cell_density.png
12 x 12 tiles, from white (low) to dark blue (high), 0 to 100% covered.
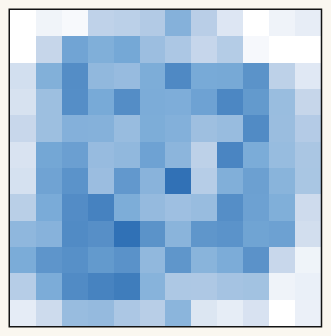
placement.png
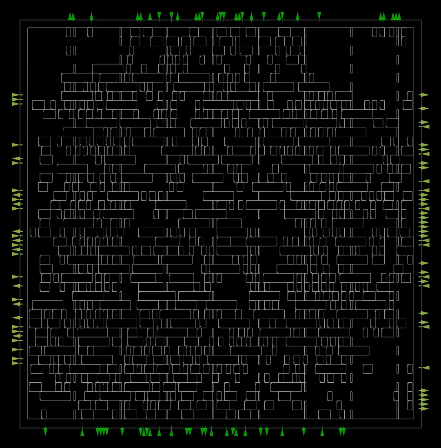
placement_by_type.png
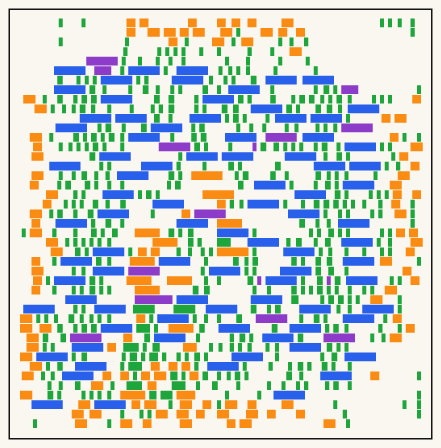
layer_met3.png
The bar under the picture is 20 um long.
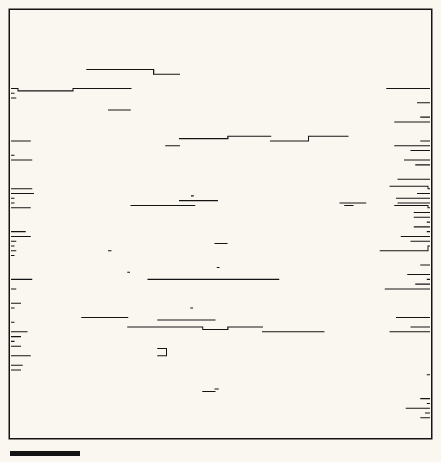
flops_by_reg.png
The bar under the picture is 20 um long. Other sequential cells in the stronger gray, the rest of the logic in the fainter gray.
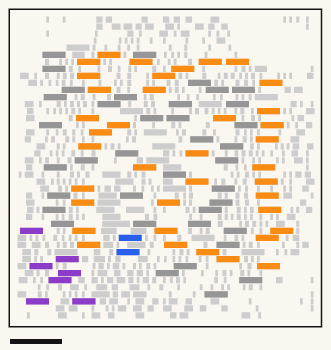
==> config.mk <==
export PLATFORM = sky130hd
export DESIGN_NAME = alu_result_stage
export DESIGN_NICKNAME = d
export VERILOG_FILES = /design/src/rtl/alu_result_stage.sv
export SDC_FILE = /design/constraint.sdc
export NUM_CORES = 1
export LEC_CHECK = 0
export ABC_AREA = 1
export CAP_MARGIN = 10
export CELL_PAD_IN_SITES_DETAIL_PLACEMENT = 1
export CELL_PAD_IN_SITES_GLOBAL_PLACEMENT = 1
export CORE_AREA = 2 2 118 120
export DETAILED_ROUTE_END_ITERATION = 16
export DIE_AREA = 0 0 120 122
export MAX_ROUTING_LAYER = met4
export PLACE_DENSITY = 0.79
export REMOVE_ABC_BUFFERS = 1
export SLEW_MARGIN = 30
export SYNTH_ARGS = -nofsm -noshare
export SYNTH_HDL_FRONTEND = slang
export SYNTH_SLANG_ARGS = --single-unit
==> constraint.sdc <==
create_clock -name Clock -period 2.3 [get_ports Clock]
set_input_delay 0.575 -clock Clock [delete_from_list [all_inputs] [get_ports Clock]]
set_output_delay 0.575 -clock Clock [all_outputs]
set_load 0.05 [all_outputs]
==> CHANGELOG.md <==
### Physical design

* WL met2 at 6560 um
* Die width at 120 um
* Synth Cell Area at 4450 um2
* Worst hold margin at around 0.21 ns
* Comb pwr share at 0.281
* GRT met1 Usage at 0.216
* Tool warnings at 27
* CP arrival at 2.50 ns
* Setup crit end kind: register
* Vias in the first global route at roughly 4400
* Gr usage total at 0.191
* Io pins at 124
* CTS H-tree lvls at 3
* Global placement routability congestion at 0.766
* Initial antenna violation count at 0
* Slowest stage delay, CP at 0.42 ns
* Clock group at around 1.5 mW
* WS Path Type: input port to register
* Worst R2R Path Depth at 13
* CP Launch Type: input port
* Final Setup Violations at 0
* Final worst setup slack at 0.0908 ns
* Die height at about 120 um
* DRT antenna net count at 0
* M1 WL at 5830 um
* Fmax at 453 MHz
* RSZ-0062 raised after global routing: yes
* Slew headroom at 0.633
* Flop pwr share at 0.417
* Sw frac at 0.338
* Top layer in use: met4
* Slew @ Worst Pin at between 0.5 and 0.6 ns
* Worst EP required at approximately 2.6 ns
* Power density cells at 815 nW/um2
* Max_cap viols at 0
* Post-synth EDFFs at 0
* First-pass GRT wire length at about 22000 um
* Final hold violations at 0
* Synth top cells by count: nand2_1 (168), inv_1 (125), dfrtp_1 (85), nand3_1 (79), nor2_1 (45)
* Met3 GRT Util at 0.0478
* Area Growth Syn to Fin at 35.8%
* P_sw at 1.66 mW
* Main synth FF type: dfrtp_1
* Max-area cell share at 0.478
* Gr ovfl total at 0
* P_leak at 3.27 nW
* Post-synth cell types at 19
* Clk_lat worst skew at 0.35 ns
* Dpl hpwl at 8220 um
* Post-CTS sizing at 8
* Min Tclk post-route at 2.21 ns
* Most frequent cells in the layout: nand2_1 (165), inv_1 (125), dfrtp_1 (85), nand3_1 (77)
* Pre-antenna DRT Iters at 6
* Diode count at 0
* DP Cell Count at 880
* Ys cells at 613
* CTS sink cnt at roughly 85
* Chip Area, Yosys at 4450 um2
* DP Worst Slack at -0.561 ns
* Initial DRC count at ~170
* Crit-path cells: clkdlybuf4s50_1, buf_4, nor3_2, ha_1, inv_1, nor2_1, nand2_2, buf_12, nand3_4, clkbuf_16, nand3_1, nand2_1
* Clock transition at path regs at 0.06 ns
* Avg Inst Size Synth at approximately 7.3 um2
* Synth flops at 85
* Share of cells above drive strength 1 at 0.131
* Top pwr grp: registers
* Most numerous logic cell after layout: nand2_1
* Largest net degree at the start of global routing at 42
* Clk buf depth at 2
* Top-count cell post-synth: nand2_1
* Global routing usage on met2 at 0.336
* IO buf count at 98
* Maximum VDD drop at 0.000418 V
* Internal at 3.26 mW
* R2r setup slk at 0.29 ns
* Top Family by Delay on Critical Path: buffers and inverters
* Setup Fix Bufs, Post-CTS at 0
* Number of cells on the critical path at 12
* Status: finished, final reports clean
* Nets at 772
* YS warnings at 0
* Die area at 14600 um2
* Hold_buf cts at 0
* Worst-path fanout max at 20
* Met3 wire length at 598 um
* Drt drc at 0
* Final slew viol count at 0
* WL per Instance at 14.6 um
* Combinational power at between 1 and 1.5 mW
* TNS Setup at 0 ns
* Tot Pwr at 4.92 mW
* Grt peak-use layer: met2
* Hold Path Class: input port to asynchronous set/reset pin
* Synth area leader: dfrtp_1
* Area after detailed placement at 5540 um2
* Routed vias/inst at 4.57
* Post-synth ARST share at 1.00
* Clk network pwr share at 0.302
* Slowest-stage cell, CP: clkdlybuf4s50_1
* CP bufs+invs at 5
Notes on cell_density.png above:
- mean over tiles: 40%
- nearly empty tiles: 4.2%
- fullest tile: 74%
post-route core utilization: 0.447
core area: 13500 um2
Core Util at FP: 0.329

Notes on placement.png above:
FILL cells: 1655
flip-flops: 85
Non-Filler Instances: 904
Site Rows: 43

Notes on placement_by_type.png above:
- green: combinational and other logic (cells 496)
- orange: remaining buffers and delay cells (cells 128)
- purple: clock drivers and dummy loads (cells 15)
- blue: sequential cells (cells 85)
Seq area share: 0.352
Design Area, Final: 6040 um2

Notes on layer_met3.png above:
- wire length on this layer: 599 um
- nets with wire on the layer: 75
- share of all routed wire: 4.5%
- main direction: horizontal
- longest straight run: 37.3 um
final wirelength: 13200 um
via count: 4135

Notes on flops_by_reg.png above:
- blue: Occupancy (sequential cells 2)
- purple: ccr (sequential cells 7; where south-west)
- orange: head (sequential cells 38)
- not colored: 38
seq pwr: 2.05 mW
Register Area: 2130 um2

## kinds of logic after synthesis
logic type,Yosys count,synth area share
fa+ha+maj,2,0.00563
compound gates,46,0.0526
flops,85,0.478
buf+inv,183,0.188
other cells,1,0.000844
simple gates,296,0.274
## area by class of cell
type	count	area (um2)	share of cell area
Clock buffer	14	264	0.0437
Clock inverter	1	30.0	0.00497
Inverter	126	473	0.0783
Multi-Input combinational cell	370	1640	0.271
Sequential cell	85	2130	0.352
Tap cell	180	225	0.0373
Timing Repair Buffer	128	1280	0.212
## worst register-to-register path: cells and delay by family (launching register included)
family / cells / cell delay [ns]
DFF: 1 / 0.37
buffers and inverters: 5 / 0.64
adders and majority gates: 1 / 0.20
and+or+nand+nor: 7 / 0.70
Power figures rest on the tool's default switching activity, not on a simulated workload.
